### config.mk
export PLATFORM = sky130hd
export DESIGN_NAME = switch_encoder_flat
export DESIGN_NICKNAME = d
export VERILOG_FILES = /design/src/rtl/switch_encoder_if.sv /design/src/rtl/switch_encoder.sv /design/src/flat_wrapper.sv
export SDC_FILE = /design/constraint.sdc
export NUM_CORES = 1
export LEC_CHECK = 0
export ABC_AREA = 1
export ABC_CLOCK_PERIOD_IN_PS = 3160
export CAP_MARGIN = 10
export CORE_MARGIN = 2
export CORE_UTILIZATION = 62
export CTS_CLUSTER_DIAMETER = 120
export DETAILED_ROUTE_END_ITERATION = 16
export GPL_TIMING_DRIVEN = 0
export PLACE_DENSITY = 0.8
export SETUP_SLACK_MARGIN = 0.4
export SLEW_MARGIN = 0
export SYNTH_ARGS = -nofsm -noshare
export SYNTH_HDL_FRONTEND = slang
export SYNTH_SLANG_ARGS = --single-unit
### constraint.sdc
create_clock -name i_Clk -period 3.16 [get_ports i_Clk]
set_clock_uncertainty 0.05 [all_clocks]
set_input_delay 0.316 -clock i_Clk [delete_from_list [all_inputs] [get_ports i_Clk]]
set_output_delay 0.316 -clock i_Clk [all_outputs]
set_load 0.02 [all_outputs]
### src/rtl/switch_encoder_if.sv
// Switch-to-code bundle: four raw board switches in, priority-encoded code out.
interface switch_encoder_if;
    logic       i_Switch_1;
    logic       i_Switch_2;
    logic       i_Switch_3;
    logic       i_Switch_4;
    logic [1:0] o_Code;
    logic       o_Valid;
    logic       o_Multi;
    logic       o_Strobe;

    modport master (
        output i_Switch_1, i_Switch_2, i_Switch_3, i_Switch_4,
        input  o_Code, o_Valid, o_Multi, o_Strobe
    );

    modport slave (
        input  i_Switch_1, i_Switch_2, i_Switch_3, i_Switch_4,
        output o_Code, o_Valid, o_Multi, o_Strobe
    );
endinterface

### src/rtl/switch_encoder.sv
// Synchronises and debounces four board switches, then priority-encodes the
// stable vector into a 2-bit code with valid/multi flags and a change strobe.
module switch_encoder #(
    parameter int DEBOUNCE_LIMIT = 250000
) (
    input  logic            i_Clk,
    input  logic            i_Reset,
    switch_encoder_if.slave sw
);
    localparam int CW = $clog2(DEBOUNCE_LIMIT + 1);
    localparam logic [CW-1:0] CNT_LAST = CW'(DEBOUNCE_LIMIT - 1);

    logic [3:0]    raw;
    logic [3:0]    sync_1;
    logic [3:0]    sync_2;
    logic [3:0]    stable;
    logic [CW-1:0] cnt [4];

    logic [1:0]    code_d;
    logic          valid_d;
    logic          multi_d;
    logic [2:0]    pop;

    logic [1:0]    code_q;
    logic          valid_q;
    logic          multi_q;
    logic          strobe_q;

    assign raw = {sw.i_Switch_4, sw.i_Switch_3, sw.i_Switch_2, sw.i_Switch_1};

    always_ff @(posedge i_Clk or posedge i_Reset) begin
        if (i_Reset) begin
            sync_1 <= '0;
            sync_2 <= '0;
        end else begin
            sync_1 <= raw;
            sync_2 <= sync_1;
        end
    end

    // Any cycle agreeing with the stable value restarts the count, so glitches
    // shorter than DEBOUNCE_LIMIT never reach the encoder.
    always_ff @(posedge i_Clk or posedge i_Reset) begin
        if (i_Reset) begin
            stable <= '0;
            for (int i = 0; i < 4; i++) cnt[i] <= '0;
        end else begin
            for (int i = 0; i < 4; i++) begin
                if (sync_2[i] == stable[i]) begin
                    cnt[i] <= '0;
                end else if (cnt[i] == CNT_LAST) begin
                    stable[i] <= sync_2[i];
                    cnt[i]    <= '0;
                end else begin
                    cnt[i] <= cnt[i] + CW'(1);
                end
            end
        end
    end

    always_comb begin
        code_d  = 2'b00;
        valid_d = |stable;
        if (stable[3])      code_d = 2'b11;
        else if (stable[2]) code_d = 2'b10;
        else if (stable[1]) code_d = 2'b01;
        pop     = {2'b00, stable[0]} + {2'b00, stable[1]}
                + {2'b00, stable[2]} + {2'b00, stable[3]};
        multi_d = (pop >= 3'd2);
    end

    // Strobe lands in the same cycle the registered code/valid change; multi
    // alone is deliberately excluded.
    always_ff @(posedge i_Clk or posedge i_Reset) begin
        if (i_Reset) begin
            code_q   <= 2'b00;
            valid_q  <= 1'b0;
            multi_q  <= 1'b0;
            strobe_q <= 1'b0;
        end else begin
            code_q   <= code_d;
            valid_q  <= valid_d;
            multi_q  <= multi_d;
            strobe_q <= ({valid_d, code_d} != {valid_q, code_q});
        end
    end

    assign sw.o_Code   = code_q;
    assign sw.o_Valid  = valid_q;
    assign sw.o_Multi  = multi_q;
    assign sw.o_Strobe = strobe_q;
endmodule
### src/flat_wrapper.sv
// flat-port wrapper written by rule: the top's interface ports become plain ports
module switch_encoder_flat 
#(
    parameter int DEBOUNCE_LIMIT = 250000
)
  (i_Clk, i_Reset, sw_i_Switch_1, sw_i_Switch_2, sw_i_Switch_3, sw_i_Switch_4, sw_o_Code, sw_o_Valid, sw_o_Multi, sw_o_Strobe);
  switch_encoder_if sw_i ();
  input  logic i_Clk;
  input  logic i_Reset;
  input wire logic [$bits(sw_i.i_Switch_1)-1:0] sw_i_Switch_1;
  input wire logic [$bits(sw_i.i_Switch_2)-1:0] sw_i_Switch_2;
  input wire logic [$bits(sw_i.i_Switch_3)-1:0] sw_i_Switch_3;
  input wire logic [$bits(sw_i.i_Switch_4)-1:0] sw_i_Switch_4;
  output wire logic [$bits(sw_i.o_Code)-1:0] sw_o_Code;
  output wire logic [$bits(sw_i.o_Valid)-1:0] sw_o_Valid;
  output wire logic [$bits(sw_i.o_Multi)-1:0] sw_o_Multi;
  output wire logic [$bits(sw_i.o_Strobe)-1:0] sw_o_Strobe;
  assign sw_i.i_Switch_1 = sw_i_Switch_1;
  assign sw_i.i_Switch_2 = sw_i_Switch_2;
  assign sw_i.i_Switch_3 = sw_i_Switch_3;
  assign sw_i.i_Switch_4 = sw_i_Switch_4;
  assign sw_o_Code = sw_i.o_Code;
  assign sw_o_Valid = sw_i.o_Valid;
  assign sw_o_Multi = sw_i.o_Multi;
  assign sw_o_Strobe = sw_i.o_Strobe;
  switch_encoder #(.DEBOUNCE_LIMIT(DEBOUNCE_LIMIT)) u_core (.i_Clk(i_Clk), .i_Reset(i_Reset), .sw(sw_i));
endmodule
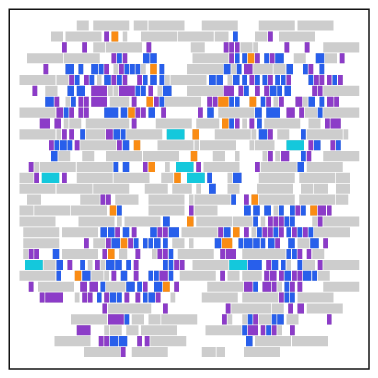
gate_families.png
(4 px per um)
adder and majority cells -> cyan  # cells 7, most used ha_1
NOR gates -> purple  # cells 182, most used nor2_1, where all over the die
inverting AOI/OAI gates -> orange  # cells 23, most used a21oi_1
NAND gates -> blue  # cells 168, most used nand2_1, where all over the die
Comb/total area: 42.6%
Cell Count, Final, Fillers Out: 682

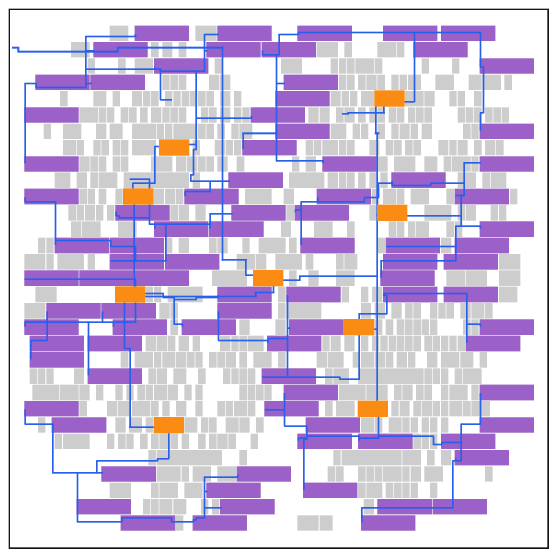
clock_map.png
(6 px per um)
clock wires -> blue  # length 1040 um
cells driving clock nets -> orange  # count 9
flip-flops -> purple  # count 89
flops lie = all over the die
routed clock nets = 10
Clk pwr share: 42.0%
clock group power: 901 uW
Worst-Skew Late Latency: 0.35 ns

==> results_slide.txt <==
Physical Implementation Snapshot

GRT
  • Vias in the first global route: 3404
  • GR peak layer: met2
  • Largest net degree at the start of global routing: 63
  • Met1 usage: 30.8%

Logic synthesis
  • Post-synth top flop: dfrtp_1
  • Yosys top cell by area: dfrtp_1
  • Synthesized area: 4540 um2
  • Ys Warns: 0
  • Main logic family: simple AND/OR/NAND/NOR gates
  • Flip-flops with a built-in enable: 0
  • Syn Area/Cell: 8.15 um2
  • Synthesized registers: 89
  • Floorplan net count: 570
  • Yosys chip area: 4540 um2

Run status
  • Status: finished, final reports clean

Clock tree
  • Root buffer cell: clkbuf_8
  • TritonCTS Buffers: 9
  • Post-CTS Setup Bufs: 0
  • Hold_buf cts: 0
  • Resize count post-CTS: 0
  • Clock-pin slew on the worst setup and hold paths: 0.08 ns
  • H-tree lvl count: 3

Final layout
  • Post-Layout Inst Area: 5020 um2
  • Proportion of cell area spent on the clock network: 4.49%
  • Largest class: registers
  • Nets: 592
  • Flop share of the area: 44.4%
  • Inverter count: 46

Route
  • Antenna-violating nets left: 0
  • Iteration-0 DRC Markers: 220
  • DR vias: 3613
  • Detailed-route DRC error count: 0
  • Routed WL: 8490 um
  • Metal-1 WL: 3960 um

Power
  • Power density cells: 428 nW/um2

Critical path
  • Length in cells of the worst reg-to-reg path: 6
  • Reg-to-Reg Start: u_core.cnt[54]$_DFF_PP0_
  • RR Endpoint: u_core.cnt[54]$_DFF_PP0_
  • WP depth: 1
  • Crit path launch type: flop
  • Crit path largest cell delay: 0.62 ns
  • Worst path required time: 2.79 ns
  • Critical path arrival: 1.37 ns
  • Flop-to-flop setup slack: 1.50 ns
  • Crit-path cells: clkdlybuf4s50_1
  • Worst Setup SP: u_core.sw.o_Valid$_DFF_PP0_

STA
  • Max-slew violation count: 0
  • Final Hold Viols: 0
  • Hold slack: 0.243 ns
  • Setup_tns: 0 ns
  • Final setup fails: 0

Floorplan
  • N_taps: 99
  • Die Y: 89.6 um
  • Core Util at FP: 63.3%

Worst hold path
  • Min-delay worst type: input port to async pin
==> power by group <==
| part | leakage (nW) | switching (mW) | internal, mW |
|---|---|---|---|
| registers | 1.22 | 0.0142 | 1.15 |
| logic | 0.773 | 0.0529 | 0.0243 |
| clock network | 0.111 | 0.379 | 0.523 |
==> sequential cells by signal, summed over array words and instances, names as in the netlist <==
signal and count:
u_core.cnt 72, u_core.stable 4, u_core.sync_1 4, u_core.sync_2 4, u_core.sw.o_Code 2, u_core.sw.o_Multi 1, u_core.sw.o_Strobe 1, u_core.sw.o_Valid 1
==> stage by stage <==
stage               setup WS [ns]  instances
floorplan                   0.487        557
global placement           -0.772        666
detailed placement           1.50        667
CTS                          1.42        682
global route                 1.26        682
finish                       1.42        682
Power and IR drop assume default switching activity.
